==> run_1/clk_routes.png <==
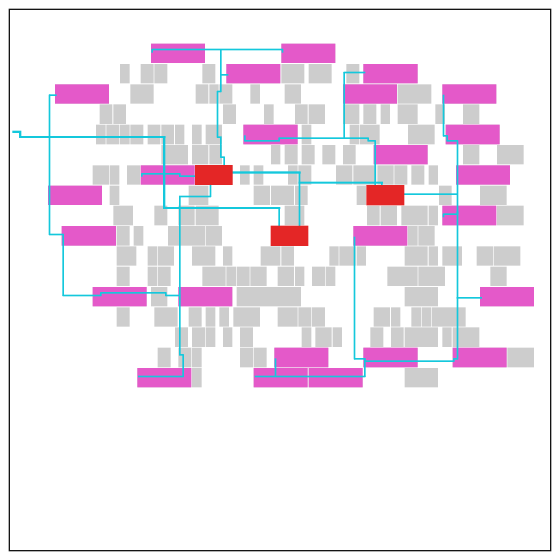
==> run_1/layer_met3.png <==
Bar = 20 um.
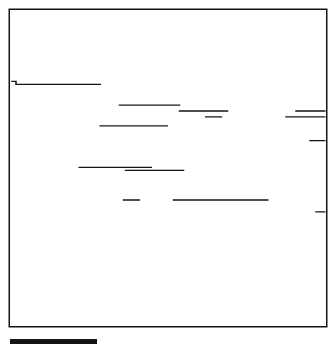
==> run_1/logic_types.png <==
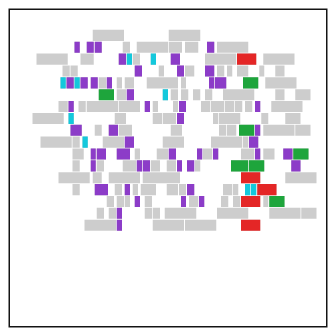
## config.mk

```make
export PLATFORM = sky130hd
export DESIGN_NAME = button_conditioner_flat
export DESIGN_NICKNAME = d
export VERILOG_FILES = /design/src/rtl/button_pkg.sv /design/src/rtl/button_conditioner_if.sv /design/src/rtl/btn_sync.sv /design/src/rtl/button_conditioner.sv /design/src/flat_wrapper.sv
export SDC_FILE = /design/constraint.sdc
export NUM_CORES = 1
export LEC_CHECK = 0
export CAP_MARGIN = 20
export CORE_MARGIN = 2
export CORE_UTILIZATION = 30
export CTS_CLUSTER_SIZE = 28
export DETAILED_ROUTE_END_ITERATION = 8
export SYNTH_ARGS = -nofsm -noshare
export SYNTH_HDL_FRONTEND = slang
export SYNTH_SLANG_ARGS = --single-unit
export TNS_END_PERCENT = 30
```

## constraint.sdc

```tcl
create_clock -name clk -period 4.5 [get_ports clk]
set_input_delay 0.45 -clock clk [delete_from_list [all_inputs] [get_ports clk]]
set_output_delay 0.45 -clock clk [all_outputs]
set_load 0.005 [all_outputs]
```

## src/rtl/button_pkg.sv

```systemverilog
// ----------------------------------------------------------------------------
// button_pkg
// Shared types and defaults for the push-button conditioning front end.
//   btn_state_t   : debounce FSM state (2-bit encoding)
//   DEF_*         : default parameter values for a 50 MHz system clock
//   cnt_width()   : counter width helper, never returns less than 1 bit
// ----------------------------------------------------------------------------
package button_pkg;

    typedef enum logic [1:0] {
        IDLE        = 2'd0,
        DEB_PRESS   = 2'd1,
        HELD        = 2'd2,
        DEB_RELEASE = 2'd3
    } btn_state_t;

    localparam int DEF_DEBOUNCE_CYCLES = 500000;    // 10 ms
    localparam int DEF_REPEAT_DELAY    = 25000000;  // 500 ms
    localparam int DEF_REPEAT_PERIOD   = 10000000;  // 200 ms

    // Bits needed to hold 0..n-1; equals $clog2(n) for n >= 2.
    function automatic int cnt_width(input int n);
        return (n > 2) ? $clog2(n) : 1;
    endfunction

endpackage

```

## src/rtl/button_conditioner_if.sv

```systemverilog
// ----------------------------------------------------------------------------
// button_conditioner_if
// Groups the button-side and counter-side signals of one conditioner.
//   button : raw asynchronous pad level, high = pressed
//   change : one-cycle pulse per accepted press / repeat
//   level  : debounced button state
// Modports: slave = conditioner (consumes button), master = driver/observer.
// ----------------------------------------------------------------------------
interface button_conditioner_if;
    logic button;
    logic change;
    logic level;

    modport master (output button, input change, input level);
    modport slave  (input button, output change, output level);
endinterface

```

## src/rtl/btn_sync.sv

```systemverilog
// ----------------------------------------------------------------------------
// btn_sync
// Two-flop synchroniser for asynchronous pad inputs, reset to 0.
//   clk  : destination clock
//   rst  : synchronous active-high reset
//   i_d  : asynchronous input(s)
//   o_q  : synchronised output(s), two edges of latency
// ----------------------------------------------------------------------------
module btn_sync #(
    parameter int WIDTH = 1
) (
    input  logic             clk,
    input  logic             rst,
    input  logic [WIDTH-1:0] i_d,
    output logic [WIDTH-1:0] o_q
);

    logic [WIDTH-1:0] r_meta;
    logic [WIDTH-1:0] r_sync;

    always_ff @(posedge clk) begin
        if (rst) begin
            r_meta <= '0;
            r_sync <= '0;
        end else begin
            r_meta <= i_d;
            r_sync <= r_meta;
        end
    end

    assign o_q = r_sync;

endmodule

```

## src/rtl/button_conditioner.sv

```systemverilog
// ----------------------------------------------------------------------------
// button_conditioner
// Synchronises, debounces and edge-detects one mechanical push button, giving
// a registered one-cycle `change` pulse per accepted press plus the debounced
// `level`.
//   clk        : system clock
//   rst        : synchronous active-high reset
//   bus.button : raw bouncing pad level (in)
//   bus.change : one-cycle pulse per press (and per repeat) (out)
//   bus.level  : debounced state (out)
// Optional feature macro: BUTTON_AUTO_REPEAT_EN -- when defined, `change`
// also auto-repeats while the button stays held.
// ----------------------------------------------------------------------------
module button_conditioner
    import button_pkg::*;
#(
    parameter int DEBOUNCE_CYCLES = DEF_DEBOUNCE_CYCLES,
    parameter int REPEAT_DELAY    = DEF_REPEAT_DELAY,
    parameter int REPEAT_PERIOD   = DEF_REPEAT_PERIOD
) (
    input  logic                 clk,
    input  logic                 rst,
    button_conditioner_if.slave  bus
);

    localparam int               CW       = cnt_width(DEBOUNCE_CYCLES);
    localparam logic [CW-1:0]    DEB_TERM = CW'(DEBOUNCE_CYCLES - 1);

    logic       w_btn_s;
    btn_state_t r_state;
    logic [CW-1:0] r_cnt;
    logic       r_level;
    logic       r_change;

`ifdef BUTTON_AUTO_REPEAT_EN
    localparam int            RPT_MAX = (REPEAT_DELAY > REPEAT_PERIOD) ? REPEAT_DELAY : REPEAT_PERIOD;
    localparam int            RW      = cnt_width(RPT_MAX);
    localparam logic [RW-1:0] RD_TERM = RW'(REPEAT_DELAY - 1);
    localparam logic [RW-1:0] RP_TERM = RW'(REPEAT_PERIOD - 1);

    logic [RW-1:0] r_rpt_cnt;
    logic          r_rpt_first_done;   // initial delay elapsed, now on period
    logic [RW-1:0] w_rpt_term;

    assign w_rpt_term = r_rpt_first_done ? RP_TERM : RD_TERM;
`else
    // Repeat parameters are inert in this build; fold them into a constant
    // so they stay referenced without generating any logic.
    logic w_unused_rpt_cfg;
    assign w_unused_rpt_cfg = ^{32'(REPEAT_DELAY), 32'(REPEAT_PERIOD)};
`endif

    btn_sync #(.WIDTH(1)) u_sync (
        .clk (clk),
        .rst (rst),
        .i_d (bus.button),
        .o_q (w_btn_s)
    );

    always_ff @(posedge clk) begin
        if (rst) begin
            r_state  <= IDLE;
            r_cnt    <= '0;
            r_level  <= 1'b0;
            r_change <= 1'b0;
`ifdef BUTTON_AUTO_REPEAT_EN
            r_rpt_cnt        <= '0;
            r_rpt_first_done <= 1'b0;
`endif
        end else begin
            r_change <= 1'b0;
            case (r_state)
                IDLE: begin
                    r_level <= 1'b0;
`ifdef BUTTON_AUTO_REPEAT_EN
                    r_rpt_cnt        <= '0;
                    r_rpt_first_done <= 1'b0;
`endif
                    if (w_btn_s) begin
                        r_cnt   <= '0;
                        r_state <= DEB_PRESS;
                    end
                end

                DEB_PRESS: begin
                    if (!w_btn_s) begin
                        r_cnt   <= '0;
                        r_state <= IDLE;
                    end else if (r_cnt == DEB_TERM) begin
                        r_level  <= 1'b1;
                        r_change <= 1'b1;
                        r_cnt    <= '0;
                        r_state  <= HELD;
                    end else begin
                        r_cnt <= r_cnt + 1'b1;
                    end
                end

                HELD: begin
                    r_level <= 1'b1;
                    if (!w_btn_s) begin
                        r_cnt   <= '0;
                        r_state <= DEB_RELEASE;
                    end
`ifdef BUTTON_AUTO_REPEAT_EN
                    // Repeat counter only advances while settled in HELD;
                    // a rejected release bounce leaves it paused, not cleared.
                    else if (r_rpt_cnt == w_rpt_term) begin
                        r_change         <= 1'b1;
                        r_rpt_cnt        <= '0;
                        r_rpt_first_done <= 1'b1;
                    end else begin
                        r_rpt_cnt <= r_rpt_cnt + 1'b1;
                    end
`endif
                end

                DEB_RELEASE: begin
                    if (w_btn_s) begin
                        r_cnt   <= '0;
                        r_state <= HELD;
                    end else if (r_cnt == DEB_TERM) begin
                        r_level <= 1'b0;
                        r_cnt   <= '0;
                        r_state <= IDLE;
                    end else begin
                        r_cnt <= r_cnt + 1'b1;
                    end
                end

                default: begin
                    r_cnt   <= '0;
                    r_state <= IDLE;
                end
            endcase
        end
    end

    assign bus.change = r_change;
    assign bus.level  = r_level;

endmodule

```

## src/flat_wrapper.sv

```systemverilog
// flat-port wrapper written by rule: the top's interface ports become plain ports
module button_conditioner_flat import button_pkg::*;
#(
    parameter int DEBOUNCE_CYCLES = DEF_DEBOUNCE_CYCLES,
    parameter int REPEAT_DELAY    = DEF_REPEAT_DELAY,
    parameter int REPEAT_PERIOD   = DEF_REPEAT_PERIOD
)
  (clk, rst, bus_button, bus_change, bus_level);
  button_conditioner_if bus_i ();
  input  logic clk;
  input  logic rst;
  input wire logic [$bits(bus_i.button)-1:0] bus_button;
  output wire logic [$bits(bus_i.change)-1:0] bus_change;
  output wire logic [$bits(bus_i.level)-1:0] bus_level;
  assign bus_i.button = bus_button;
  assign bus_change = bus_i.change;
  assign bus_level = bus_i.level;
  button_conditioner #(.DEBOUNCE_CYCLES(DEBOUNCE_CYCLES), .REPEAT_DELAY(REPEAT_DELAY), .REPEAT_PERIOD(REPEAT_PERIOD)) u_core (.clk(clk), .rst(rst), .bus(bus_i));
endmodule
```

==> results.txt, run 1 <==
impl run done, here's what came out: Post-route DRC 0, Antenna Nets Post-Route 0, grt ovf 0, Final Hold Fails 0, TritonCTS clock tree yes, status finished clean, leakage component of the power 0.475 nW, GP Congestion 0.802, vias after detailed routing 1241, clock network latency to the later pin of the worst-skew pair 0.28 ns, share of the clock period used by the worst path 52.5%, core area 4440 um2, synthesis-to-layout area growth 9.07%, worst slack at placement 2.18 ns, Worst R2R Setup Slack 2.14 ns, Post-Syn Nets 188, number of cell instances after yosys synthesis 180, critical-path cell with the highest stage delay sky130_fd_sc_hd__or4b_2, placed cell count 229, count of input and output buffers 4, max capacitance violation total 0, overall global routing resource usage 12.7%, First DRT Iteration DRCs 59, area after detailed placement 1490 um2, number of antenna violations at the first check in global routing 0, critical path type register to register, number of global-route vias before repair 1119, CTS Sinks 25, unrepaired setup endpoints after global routing no, yosys stat chip area 1410 um2, Clk Tree Root Cell sky130_fd_sc_hd__clkbuf_8, number of filler instances in the final layout 470, critical path buffer and inverter count 1, Pre-Repair DR Iteration Count 4, post-DP HPWL 2190 um, count of cells resized by post-cts repair 0, # diodes 0, FP Rows 24, arrival time of the worst setup path 2.58 ns, H-tree levels 1, slew of the pin with the lowest slew margin 0.789 ns, number of hold buffers added after cts 0, HP Class register to register, Worst Slack Setup Final 2.14 ns, Max-slew headroom 47.4%, height of the die 72.5 um, chain of cells forming the critical path inv_1 > ha_1 > mux2i_1 > nand2_1 > or4b_2 > a21oi_1, layout cells sized above 1 5.52%, share of the core filled with cells in the final layout 34.5%, number of register bits inferred by synthesis 25, Cells after Synth 180, number of non-filler instances in the completed layout 233, largest fanout of any net on the critical path 8, final count of negative-setup-slack endpoints 0, maximum number of pins on one net before global-route repair 19, dominant logic cell type in the layout sky130_fd_sc_hd__dfxtp_1, areal power density over the cells 274 nW/um2, Die ar. 5250 um2, number of OpenROAD warnings 29, sort of element at the start of the critical path register, yosys warning tally 0, Net count, final 190, fp util 31.6%, delay of the slowest cell on the worst path 0.64 ns, worst ir drop on vdd 0.150 mV, leading register cell type out of synthesis sky130_fd_sc_hd__dfxtp_1, async set or reset register ratio after synthesis 0%, Worst-path clk slew 0.09 ns, Avg Synthesized Cell Area 7.81 um2, via count normalized by instance count 5.33, max-slew violation count 0, endpoint type of the worst setup path register, Distinct lib cells used 41, Post-synth EDFFs 0, count of buffers added by post-CTS timing repair for setup 0, netlist area before placement 1410 um2, post-detailed-routing wire length 3080 um, data required time of the worst path 4.71 ns, Top-Level Pins 5, Max Root-Sink Buffers 2, most frequent cells in the layout sky130_fd_sc_hd__dfxtp_1, sky130_fd_sc_hd__nand2_1, sky130_fd_sc_hd__a21oi_1, wire length of the first global-routing pass 5330 um, Routed wire per std cell 13.2 um, setup tns final 0 ns, post-route minimum period 2.36 ns, Num CTS Buffers 3, summed area of non-filler cells in the final layout 1530 um2, horizontal die dimension 72.5 um
About clk_routes.png:
Red marks clock drivers, count 3. Magenta marks flip-flops, count 25. Cyan marks clock wires, length 363 um.
There are 4 routed clock nets.
power in the clock group: 0.141 mW
worst setup skew after layout: 0.00498 ns
clock group share of total power: 33.5%

About layer_met3.png:
11 nets have wire on it. The wires run mostly horizontal. The layer carries 141 um of wire. The layer holds 4.6% of the routed length.

About logic_types.png:
Green marks multiplexers, cells 7, where middle right. Purple marks NAND gates, cells 48. Cyan marks inverters, cells 9. Red marks adder and majority cells, cells 5.

==> run 1: cells in the mapped netlist, types with 2 or more instances <==
cell                        n  share of area [%]
sky130_fd_sc_hd__buf_2      2               0.71
sky130_fd_sc_hd__ha_1       5                4.4
sky130_fd_sc_hd__a31oi_1    4                1.8
sky130_fd_sc_hd__nor2b_1    2               0.89
sky130_fd_sc_hd__or4_1      2                1.1
sky130_fd_sc_hd__nand2b_1   3                1.3
sky130_fd_sc_hd__inv_1      9                2.4
sky130_fd_sc_hd__or3_1      2               0.89
sky130_fd_sc_hd__nand2_1   20                5.3
sky130_fd_sc_hd__dfxtp_1   25                 36
sky130_fd_sc_hd__nand4_1    5                2.2
sky130_fd_sc_hd__a21oi_1   17                6.0
sky130_fd_sc_hd__mux2i_1    6                4.3
sky130_fd_sc_hd__nand4b_1   2                1.2
sky130_fd_sc_hd__o21ai_0   11                3.9
sky130_fd_sc_hd__nand3_1   16                5.7
sky130_fd_sc_hd__nor3_1     3                1.1
sky130_fd_sc_hd__clkbuf_1   5                1.3
sky130_fd_sc_hd__nor2_1    15                4.0
sky130_fd_sc_hd__nor4_1     4                1.8
sky130_fd_sc_hd__nand3b_1   2                1.1
==> run 1: metrics by stage <==
| stage | hold slack [ns] | power [mW] |
|---|---|---|
| floorplan | 0.414 | 0.270 |
| global placement | 0.456 | 0.285 |
| detailed placement | 0.445 | 0.284 |
| CTS | 0.465 | 0.426 |
| global route | 0.493 | 0.442 |
| finish | 0.463 | 0.420 |
==> run 1: final cells by class <==
type / count / area [um2] / share of cell area (%)
Multi-Input combinational cell: 138 / 838 / 54.6
Sequential cell: 25 / 500 / 32.6
Tap cell: 52 / 65.1 / 4.24
Timing Repair Buffer: 5 / 47.5 / 3.10
Clock buffer: 3 / 41.3 / 2.69
Inverter: 9 / 33.8 / 2.20
Clock inverter: 1 / 7.51 / 0.489
==> run 1: registers in the layout, summed over array words and instances (netlist names), named ones only <==
signal / count
u_core.bus.change: 1
u_core.u_sync.r_meta: 1
u_core.r_cnt: 19
u_core.u_sync.o_q: 1
u_core.r_state: 1
u_core.bus.level: 1
==> run 1: per-layer routing <==
metal / part of all wire, % / up-vias / global-route usage (%)
met5: 0 / - / 0
met3: 4.6 / 2 / 3.61
met2: 44 / 23 / 19.8
li1: - / 654 / -
met4: 0.29 / 0 / 2.06
met1: 51 / 562 / 17.8
==> run 1: cells by family (layout without fill, tap and decap cells) <==
logic type               Yosys count  count (layout)  synth area share, %
XOR/XNOR                           1               1                0.623
adder cells (fa/ha/maj)            5               5                 4.45
buffers and inverters             17              18                 4.80
AND-OR/OR-AND                     39              39                 15.7
multiplexers                       7               7                 5.07
flip-flops                        25              25                 35.6
AND/OR/NAND/NOR                   86              86                 33.8
==> run 1: power breakdown <==
group          switching, mW  internal [mW]
clock                 0.0776         0.0629
combinational         0.0329         0.0186
sequential           0.00305          0.225
==> run 1: final timing paths <==
check | startpoint | endpoint | cells past startpoint
max reg2reg | u_core.r_state[0] | u_core.r_cnt[8] | 6
min reg2reg | u_core.u_sync.r_meta | u_core.u_sync.o_q | 1
max | u_core.r_state[0] | u_core.r_cnt[8] | 6
min | u_core.u_sync.r_meta | u_core.u_sync.o_q | 1
==> run 1 -> run 2 <==
==> constraint.sdc (replaced) <==
create_clock -name clk -period 2.3 [get_ports clk]
set_input_delay 0.23 -clock clk [delete_from_list [all_inputs] [get_ports clk]]
set_output_delay 0.23 -clock clk [all_outputs]
set_load 0.005 [all_outputs]
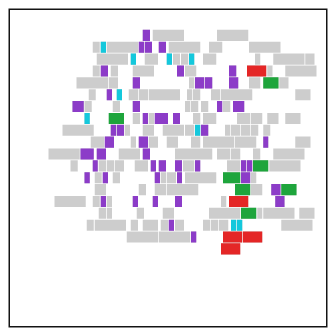
(run_2/logic_types.png)
Red marks adder and majority cells, cells 5. Green marks multiplexers, cells 7, where middle right. Purple marks NAND gates, cells 48. Cyan marks inverters, cells 9.
number of non-filler instances in the completed layout: 238
dominant logic cell type in the layout: sky130_fd_sc_hd__dfxtp_1
combinational fraction of the cell area: 53.5%

==> run 2 against run 1 <==
Routed wire length rose by 1.6%. Combinational power rose by 110%. Design area rose by 2.5%. Critical path type unchanged. Largest cell class unchanged.
==> results.txt, run 2 <==
impl run done, here's what came out: Post-Syn Nets 188, HP Class register to register, yosys stat chip area 1410 um2, Top-Level Pins 5, Antenna Nets Post-Route 0, data required time of the worst path 2.51 ns, Net count, final 195, share of the clock period used by the worst path 87.4%, endpoint type of the worst setup path register, count of buffers added by post-CTS timing repair for setup 0, unrepaired setup endpoints after global routing no, grt ovf 0, most frequent cells in the layout sky130_fd_sc_hd__dfxtp_1, sky130_fd_sc_hd__nand2_1, sky130_fd_sc_hd__nand3_1, sky130_fd_sc_hd__a21oi_1, sky130_fd_sc_hd__nor2_1, Pre-Repair DR Iteration Count 4, Distinct lib cells used 41, layout cells sized above 1 8.60%, worst slack at placement 0.237 ns, count of input and output buffers 4, netlist area before placement 1410 um2, end of the worst hold path u_core.u_sync.o_q, ranking of synthesized cells by instance count sky130_fd_sc_hd__dfxtp_1, sky130_fd_sc_hd__nand2_1, sky130_fd_sc_hd__a21oi_1, CTS Sinks 25, worst setup skew after layout 0.00837 ns, Die ar. 5250 um2, core area 4440 um2, leading register cell type out of synthesis sky130_fd_sc_hd__dfxtp_1, Worst R2R Setup Slack 0.29 ns, critical path type register to register, number of cell instances after yosys synthesis 180, Routed wire per std cell 13.2 um, Top cells by area sky130_fd_sc_hd__dfxtp_1, sky130_fd_sc_hd__a21oi_1, sky130_fd_sc_hd__nand3_1, sky130_fd_sc_hd__nand2_1, sky130_fd_sc_hd__ha_1, yosys warning tally 0, # diodes 0, sequential cell area 500 um2, origin of the critical flop-to-flop path u_core.r_cnt[10], post-route minimum period 2.01 ns, Register-to-Register Path Depth 5, status finished clean, overall global routing resource usage 12.8%, areal power density over the cells 524 nW/um2, Top-area cell share 35.6%, Cells after Synth 180, TritonCTS clock tree yes, Num CTS Buffers 3, worst ir drop on vdd 0.188 mV, clock network latency to the later pin of the worst-skew pair 0.28 ns, horizontal die dimension 72.5 um, number of OpenROAD warnings 29, post-detailed-routing wire length 3130 um, worst hold path cell count 1, Worst-path clk slew 0.09 ns, FP Rows 24, hold wc startpoint u_core.u_sync.r_meta, Post-route DRC 0, number of filler instances in the final layout 464, vias after detailed routing 1281, height of the die 72.5 um, arrival time of the worst setup path 2.22 ns, synthesis-to-layout area growth 11.8%, fp util 31.6%, slew of the pin with the lowest slew margin 0.525 ns, post-DP HPWL 2300 um, Max Root-Sink Buffers 2, async set or reset register ratio after synthesis 0%, max-slew violation count 0, leakage component of the power 0.505 nW, most instantiated library cell after synthesis sky130_fd_sc_hd__dfxtp_1, GP Congestion 0.887, H-tree levels 1, largest area contributor in the synthesized netlist sky130_fd_sc_hd__dfxtp_1, multi-input combinational cell area 842 um2, Clk Tree Root Cell sky130_fd_sc_hd__clkbuf_8, max capacitance violation total 0, sort of element at the start of the critical path register, via count normalized by instance count 5.38, largest fanout of any net on the critical path 8, Worst Slack Setup Final 0.290 ns, wire length of the first global-routing pass 5400 um, Final Hold Fails 0, number of hold buffers added after cts 0, final count of negative-setup-slack endpoints 0, maximum number of pins on one net before global-route repair 18, First DRT Iteration DRCs 78, number of global-route vias before repair 1162, Largest register FFs 19, number of antenna violations at the first check in global routing 0, Avg Synthesized Cell Area 7.81 um2, Max-slew headroom 64.6%, Post-synth EDFFs 0, number of register bits inferred by synthesis 25
-- run 2: power by group --
group	switching [mW]	total, mW	internal [mW]
Sequential	0.00654	0.446	0.440
Combinational	0.0660	0.108	0.0419
Clock	0.149	0.270	0.122
Total	0.221	0.824	0.603
-- run 2: per-layer routing --
metal  up-vias  routed length [um]  GRT usage [%]
met5         -                   0              0
met4         0                  19           2.47
met3         4                  98           3.33
met2        14                1380           20.0
met1       602                1630           17.8
li1        661                   -              -
-- run 2: what timing repair did --
| item | CTS | global route |
|---|---|---|
| resized | 0 | 1 |
| setup endpoints to repair | 0 | 4 |
| endpoints found under the hold margin | 0 | 0 |
-- run 2: final cells by class --
cell class	instances	area share, %
well taps	52	4.14
repair buffers	10	5.41
multi-input cells	138	53.5
flip-flops and latches	25	31.8
inverters	9	2.15
clock inverters	1	0.318
clock buffers	3	2.63
-- run 2: worst max-delay path: stages, from the launching register on --
cell and delay, ns:
sky130_fd_sc_hd__dfxtp_1 0.38, sky130_fd_sc_hd__or4b_4 0.56, sky130_fd_sc_hd__nor4_1 0.29, sky130_fd_sc_hd__nand3_1 0.19, sky130_fd_sc_hd__a211oi_1 0.31, sky130_fd_sc_hd__mux2i_1 0.21
-- run 2: how the worst max path moves through the flow --
stage / slack (ns) / endpoint / start
3_3_place_gp: 0.25 / u_core.r_cnt[11] / u_core.r_cnt[10]
6_report: 0.29 / register / u_core.r_cnt[10]
5_1_grt: 0.08 / u_core.r_cnt[16] / register
4_1_cts: 0.21 / u_core.r_state[0] / u_core.r_cnt[10]
3_5_place_dp: 0.24 / u_core.r_state[0] / u_core.r_cnt[10]
2_1_floorplan: 0.36 / u_core.r_cnt[8] / u_core.r_state[0]
-- run 2: cell families after synthesis --
family	after synthesis	synth area share, %
DFF	25	35.6
AOI/OAI and AO/OA	39	15.7
xor gates and xnor gates	1	0.623
buffers and inverters	17	4.80
adders and majority gates	5	4.45
and+or+nand+nor	86	33.8
muxes	7	5.07
-- run 2: stage by stage --
stage                     area (um2)  hold WS (ns)  total power [mW]  cells  utilization, %
after CTS                       1570         0.484             0.832    238            35.3
after global routing            1570         0.499             0.865    238            35.4
after global placement          1520         0.463             0.564    234            34.3
final                           1570         0.479             0.824    238            35.4
after floorplan                 1410         0.358             0.529    180               -
after detailed placement        1520         0.461             0.564    234            34.3
Power and IR drop assume default switching activity.
